**src/rtl/pll_lock_pkg.sv**
```systemverilog
// Shared types and width helpers for the PLL lock monitor.
// Contents:
//   lock_state_t : FSM encoding (IDLE=0, ACQ=1, LOCKED=2; 3 is illegal)
//   STATE_W      : width of the exported state field
//   cnt_w()      : width of a counter that must hold values 0..max_val
package pll_lock_pkg;

    typedef enum logic [1:0] {
        IDLE   = 2'd0,
        ACQ    = 2'd1,
        LOCKED = 2'd2
    } lock_state_t;

    localparam int STATE_W = 2;

    // Width needed to represent 0..max_val. The result is never below 1 bit,
    // so degenerate parameters still give a legal vector.
    function automatic int cnt_w(input int max_val);
        if (max_val < 2) begin
            return 1;
        end else begin
            return $clog2(max_val + 1);
        end
    endfunction

endpackage

```
**src/rtl/lock_err_window.sv**
```systemverilog
// Windowed error budget used while the PLL is locked.
// wcnt walks 0..WIN-1 and wraps; ecnt counts error cycles in the current
// window. trip is asserted combinationally in the cycle that carries the
// UNLOCK_ERRS-th error of a window, so the owner can react on that same edge.
// Ports:
//   clk   in  reference clock
//   rst_n in  synchronous active-low reset
//   run   in  1 while supervising; 0 holds both counters at 0
//   err   in  error indication for this cycle
//   trip  out error budget exhausted in the current window
import pll_lock_pkg::*;

module lock_err_window #(
    parameter int WIN         = 256,
    parameter int UNLOCK_ERRS = 4
) (
    input  logic clk,
    input  logic rst_n,
    input  logic run,
    input  logic err,
    output logic trip
);

    localparam int WCNT_W = cnt_w(WIN - 1);
    localparam int ECNT_W = cnt_w(UNLOCK_ERRS);

    localparam logic [WCNT_W-1:0] WCNT_LAST = WCNT_W'(WIN - 1);
    localparam logic [WCNT_W-1:0] WCNT_ONE  = WCNT_W'(1);
    localparam logic [ECNT_W-1:0] ECNT_TRIP = ECNT_W'(UNLOCK_ERRS - 1);
    localparam logic [ECNT_W-1:0] ECNT_MAX  = ECNT_W'(UNLOCK_ERRS);
    localparam logic [ECNT_W-1:0] ECNT_ONE  = ECNT_W'(1);

    logic [WCNT_W-1:0] wcnt_r;
    logic [WCNT_W-1:0] wcnt_nxt_s;
    logic [ECNT_W-1:0] ecnt_r;
    logic [ECNT_W-1:0] ecnt_nxt_s;

    // Trip detection and next values for the window and error counters.
    always_comb begin
        wcnt_nxt_s = '0;
        ecnt_nxt_s = '0;
        trip       = 1'b0;
        if (run) begin
            // An error in the last cycle of a window still belongs to it:
            // the trip test happens before the wrap clears ecnt.
            trip = err && (ecnt_r == ECNT_TRIP);
            if (wcnt_r == WCNT_LAST) begin
                wcnt_nxt_s = '0;
                ecnt_nxt_s = '0;
            end else begin
                wcnt_nxt_s = wcnt_r + WCNT_ONE;
                if (err && (ecnt_r != ECNT_MAX)) begin
                    ecnt_nxt_s = ecnt_r + ECNT_ONE;
                end else begin
                    ecnt_nxt_s = ecnt_r;
                end
            end
        end else begin
            wcnt_nxt_s = '0;
            ecnt_nxt_s = '0;
        end
    end

    // Window and error counter registers.
    always_ff @(posedge clk) begin
        if (!rst_n) begin
            wcnt_r <= '0;
            ecnt_r <= '0;
        end else begin
            wcnt_r <= wcnt_nxt_s;
            ecnt_r <= ecnt_nxt_s;
        end
    end

endmodule

```
**src/rtl/lock_monitor.sv**
```systemverilog
// PLL lock detector: acquires lock after LOCK_CNT consecutive quiet PFD
// cycles, then supervises lock with a windowed error budget and reports
// loss of lock with a one-cycle pulse and a sticky flag.
// Ports:
//   clk, rst_n  reference clock, synchronous active-low reset
//   en          monitor enable; 0 returns to IDLE
//   up, dn      PFD UP / DN
//   clr_sticky  clears lol_sticky (a same-cycle LOL event wins)
//   locked      lock status
//   state       current FSM state (pll_lock_pkg encoding)
//   lol_pulse   one-cycle pulse per loss-of-lock event
//   lol_sticky  set on loss of lock, held until clr_sticky
//   lock_cnt    saturating count of lock acquisitions
// All outputs are registered.
import pll_lock_pkg::*;

module lock_monitor #(
    parameter int LOCK_CNT      = 1024,
    parameter int WIN           = 256,
    parameter int UNLOCK_ERRS   = 4,
    parameter int BOTH_IS_QUIET = 1,
    parameter int CNT_W         = 8
) (
    input  logic               clk,
    input  logic               rst_n,
    input  logic               en,
    input  logic               up,
    input  logic               dn,
    input  logic               clr_sticky,
    output logic               locked,
    output logic [STATE_W-1:0] state,
    output logic               lol_pulse,
    output logic               lol_sticky,
    output logic [CNT_W-1:0]   lock_cnt
);

    localparam int QCNT_W = cnt_w(LOCK_CNT);

    localparam logic [QCNT_W-1:0] QCNT_LAST = QCNT_W'(LOCK_CNT - 1);
    localparam logic [QCNT_W-1:0] QCNT_ONE  = QCNT_W'(1);
    localparam logic [CNT_W-1:0]  LCNT_MAX  = {CNT_W{1'b1}};
    localparam logic [CNT_W-1:0]  LCNT_ONE  = CNT_W'(1);

    lock_state_t       state_r;
    lock_state_t       state_nxt_s;
    logic [QCNT_W-1:0] qcnt_r;
    logic [QCNT_W-1:0] qcnt_nxt_s;
    logic [CNT_W-1:0]  lock_cnt_r;
    logic [CNT_W-1:0]  lock_cnt_nxt_s;
    logic              locked_r;
    logic              lol_pulse_r;
    logic              lol_sticky_r;
    logic              lol_sticky_nxt_s;
    logic              err_s;
    logic              run_s;
    logic              trip_s;
    logic              lock_evt_s;
    logic              lol_evt_s;

    // PFD error classification; up&&dn is a single event either way.
    always_comb begin
        err_s = 1'b0;
        if (BOTH_IS_QUIET != 0) begin
            err_s = up ^ dn;
        end else begin
            err_s = up | dn;
        end
    end

    // The window only runs while locked and still enabled, so it is always
    // back at zero when lock is (re)acquired.
    assign run_s = en && (state_r == LOCKED);

    lock_err_window #(
        .WIN         (WIN),
        .UNLOCK_ERRS (UNLOCK_ERRS)
    ) u_err_window (
        .clk   (clk),
        .rst_n (rst_n),
        .run   (run_s),
        .err   (err_s),
        .trip  (trip_s)
    );

    // Next-state logic, quiet-run counter and lock/LOL events.
    always_comb begin
        state_nxt_s = IDLE;
        qcnt_nxt_s  = '0;
        lock_evt_s  = 1'b0;
        lol_evt_s   = 1'b0;
        if (!en) begin
            state_nxt_s = IDLE;
        end else begin
            case (state_r)
                IDLE: begin
                    state_nxt_s = ACQ;
                end
                ACQ: begin
                    if (err_s) begin
                        state_nxt_s = ACQ;
                        qcnt_nxt_s  = '0;
                    end else if (qcnt_r == QCNT_LAST) begin
                        // This quiet cycle completes the run: lock now.
                        state_nxt_s = LOCKED;
                        lock_evt_s  = 1'b1;
                    end else begin
                        state_nxt_s = ACQ;
                        qcnt_nxt_s  = qcnt_r + QCNT_ONE;
                    end
                end
                LOCKED: begin
                    if (trip_s) begin
                        state_nxt_s = ACQ;
                        lol_evt_s   = 1'b1;
                    end else begin
                        state_nxt_s = LOCKED;
                    end
                end
                default: begin
                    state_nxt_s = IDLE;
                end
            endcase
        end
    end

    // Saturating acquisition counter and sticky flag (set beats clear).
    always_comb begin
        lock_cnt_nxt_s   = lock_cnt_r;
        lol_sticky_nxt_s = lol_sticky_r;
        if (lock_evt_s && (lock_cnt_r != LCNT_MAX)) begin
            lock_cnt_nxt_s = lock_cnt_r + LCNT_ONE;
        end else begin
            lock_cnt_nxt_s = lock_cnt_r;
        end
        if (lol_evt_s) begin
            lol_sticky_nxt_s = 1'b1;
        end else if (clr_sticky) begin
            lol_sticky_nxt_s = 1'b0;
        end else begin
            lol_sticky_nxt_s = lol_sticky_r;
        end
    end

    // State, counters and registered outputs.
    always_ff @(posedge clk) begin
        if (!rst_n) begin
            state_r      <= IDLE;
            qcnt_r       <= '0;
            lock_cnt_r   <= '0;
            locked_r     <= 1'b0;
            lol_pulse_r  <= 1'b0;
            lol_sticky_r <= 1'b0;
        end else begin
            state_r      <= state_nxt_s;
            qcnt_r       <= qcnt_nxt_s;
            lock_cnt_r   <= lock_cnt_nxt_s;
            locked_r     <= (state_nxt_s == LOCKED);
            lol_pulse_r  <= lol_evt_s;
            lol_sticky_r <= lol_sticky_nxt_s;
        end
    end

    assign locked     = locked_r;
    assign state      = state_r;
    assign lol_pulse  = lol_pulse_r;
    assign lol_sticky = lol_sticky_r;
    assign lock_cnt   = lock_cnt_r;

endmodule

```
**config.mk**
```make
export PLATFORM = sky130hd
export DESIGN_NAME = lock_monitor
export DESIGN_NICKNAME = d
export VERILOG_FILES = /design/src/rtl/pll_lock_pkg.sv /design/src/rtl/lock_err_window.sv /design/src/rtl/lock_monitor.sv
export SDC_FILE = /design/constraint.sdc
export NUM_CORES = 1
export LEC_CHECK = 0
export CAP_MARGIN = 30
export CORE_ASPECT_RATIO = 0.8
export CORE_MARGIN = 1
export CORE_UTILIZATION = 43
export CTS_BUF_LIST = sky130_fd_sc_hd__clkbuf_4
export DETAILED_ROUTE_END_ITERATION = 12
export GPL_TIMING_DRIVEN = 0
export PLACE_DENSITY = 0.64
export SYNTH_ARGS = -nofsm -noshare
export SYNTH_HDL_FRONTEND = slang
export SYNTH_SLANG_ARGS = --single-unit
```
**constraint.sdc**
```tcl
create_clock -name clk -period 2.1 [get_ports clk]
set_input_delay 0.63 -clock clk [delete_from_list [all_inputs] [get_ports clk]]
set_output_delay 0.63 -clock clk [all_outputs]
set_load 0.01 [all_outputs]
```
==> images/class_map.png <==
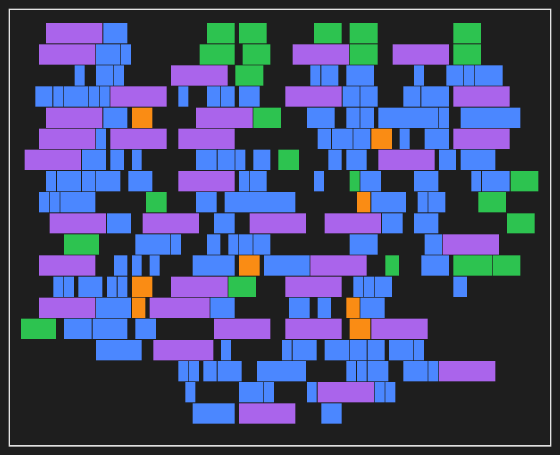
- orange: clock drivers and dummy loads (cells 8)
- green: remaining buffers and delay cells (cells 23)
- purple: registers (cells 35)
- blue: remaining logic cells (cells 132)

==> images/sizing.png <==
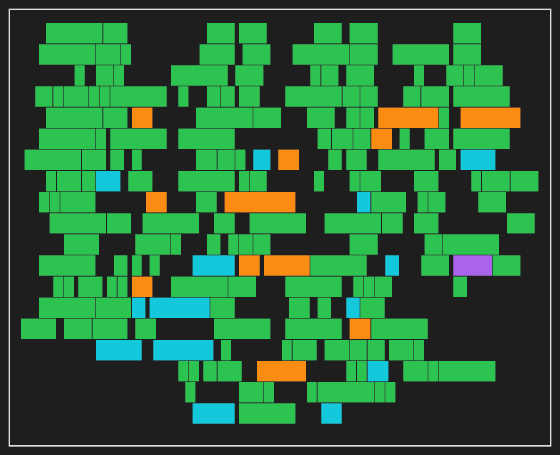
- purple: x6 and larger (cells 1; share 0.51%)
- cyan: x2 (cells 14; share 7.1%)
- green: x1 and smaller (cells 171; share 86%)
- orange: x3 and x4 (cells 12; share 6.1%)

==> images/route_heat.png <==
Scale bar: 20 µm. The die is cut into 14 by 11 equal tiles; dark blue is low, red is high, scaled to the fullest tile. Values are wire area over tile area, all layers added.
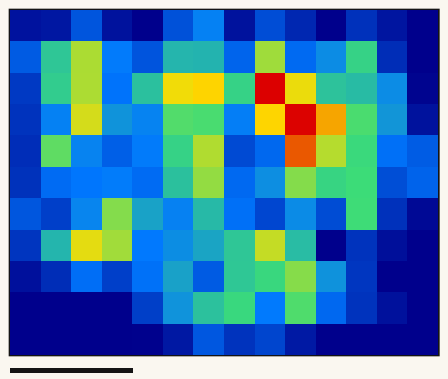
- densest ninth of the die: top middle
- nearly empty tiles: 16%
- fullest tile: 0.44
- mean over tiles: 0.12

==> images/congestion_map.png <==
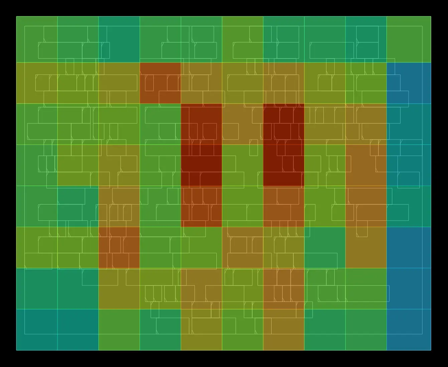
global routing usage on met2: 0.277
routing usage on met1: 0.211
total global routing track utilization: 0.175
final core utilization: 0.569
drt wl/cell: 12.9 µm

==> flow_metrics.py <==
# Synthesis and PnR figures
metrics = {
    "outcome": {
        "status": "complete, no violations",
    },
    "clocking": {
        "post_cts_hold_buffer_count": 0,
        "clock_path_buffers": 2,
        "clkTransAtPathRegs_ns": 0.10,
        "tritoncts.num_buffers": 5,
        "htree_levels": 2,
        "postcts_resize_cnt": 3,
    },
    "timing": {
        "worst_slew_pin_slew_ns": 0.466,
        "final.period_utilization": 0.961,
        "setup-violations-final": 0,
        "timing.final.hold_violations": 0,
        "fin_setup_tns_ns": 0,
        "max_slew_margin": 0.689,
    },
    "yosys": {
        "synthDistinctLibCells": 36,
        "count_of_instantiated_cells_in_the_yosys_netlist": 172,
        "netlist_instances": 172,
        "yosys.area.top_type_share": 0.447,
        "post_synthesis_mean_instance_area_um2": 9.12,
        "synth.top_cells.by_count": "35 x sky130_fd_sc_hd__dfxtp_1, 23 x sky130_fd_sc_hd__nor2_1, 17 x sky130_fd_sc_hd__nand2_1, 9 x sky130_fd_sc_hd__xor2_1",
    },
    "route": {
        "detailedRoute.firstIterationViolations": 72,
        "remaining_drc_errors": 0,
        "drt_pass1_iterations": 6,
    },
    "flow_run": {
        "tool_warnings": 28,
    },
    "global_routing": {
        "total_overflow_reported_by_the_global_router": 0,
        "grt_antenna_before_repair": 0,
        "grt_max_degree": 12,
    },
    "setup_path": {
        "crit_type": "reg2out",
        "worstPathCellList": "clkdlybuf4s50_1",
        "critical_path.slowest_cell": "sky130_fd_sc_hd__clkdlybuf4s50_1",
        "crit_fanout": 5,
    },
    "floorplan": {
        "dieHeight_um": 56.0,
        "ioPinCount": 19,
    },
    "final_layout": {
        "area_growth_from_synthesis_to_final_layout_pct": 25.0,
        "dominant_logic_cell_type_in_the_layout": "sky130_fd_sc_hd__dfxtp_1",
    },
    "pwr": {
        "pwr_density_cell_nw_per_um2": 545,
    },
    "place": {
        "place.port_buffers": 18,
    },
}
==> where the power goes <==
group	total [mW]	switching (mW)	leakage, nW	internal (mW)
combinational	0.0529	0.0273	0.380	0.0255
clock	0.349	0.225	0.0347	0.125
sequential	0.667	0.00177	0.283	0.665
total	1.07	0.254	0.698	0.815
==> final cells by class <==
| type | instances | area, µm² |
|---|---|---|
| Clock inverter | 3 | 15.0 |
| Clock buffer | 5 | 37.5 |
| Sequential cell | 35 | 703 |
| Multi-Input combinational cell | 126 | 906 |
| Inverter | 6 | 22.5 |
| Fill cell | 302 | 1490 |
| Buffer | 4 | 30.0 |
| Timing Repair Buffer | 19 | 195 |
| Tap cell | 42 | 52.6 |
==> kinds of logic (layout without fill, tap and decap cells) <==
logic type      after synthesis  after routing  synth area share
simple gates                 83             83             0.278
mux                           6              6            0.0383
fa+ha+maj                     6              6            0.0478
xor+xnor                     16             16            0.0893
buf+inv                      11             37            0.0335
compound gates               15             15            0.0670
flops                        35             35             0.447
==> layer usage <==
metal  vias up  track usage  routed length, µm
met5         -            0                  0
met1       612        0.211               1470
li1        642            -                  -
met2        24        0.277               1470
met3         2       0.0707                129
met4         0       0.0758                 23
==> path summary, 6_finish.rpt <==
| kind | from | to | slack, ns | cells after the start |
|---|---|---|---|---|
| max | state[1] | state[1] | 0.08 | 1 |
| max reg2reg | qcnt_r[0] | lock_cnt[3] | 0.15 | 7 |
| min | qcnt_r[0] | qcnt_r[0] | 0.43 | 1 |
| min reg2reg | qcnt_r[0] | qcnt_r[0] | 0.43 | 1 |
==> sequential cells by signal, indices dropped and copies added (netlist names) <==
name,flops
lol_pulse,1
lol_sticky,1
locked,1
state,2
u_err_window.wcnt_r,8
qcnt_r,11
u_err_window.ecnt_r,3
lock_cnt,8
Power figures rest on the tool's default switching activity, not on a simulated workload.
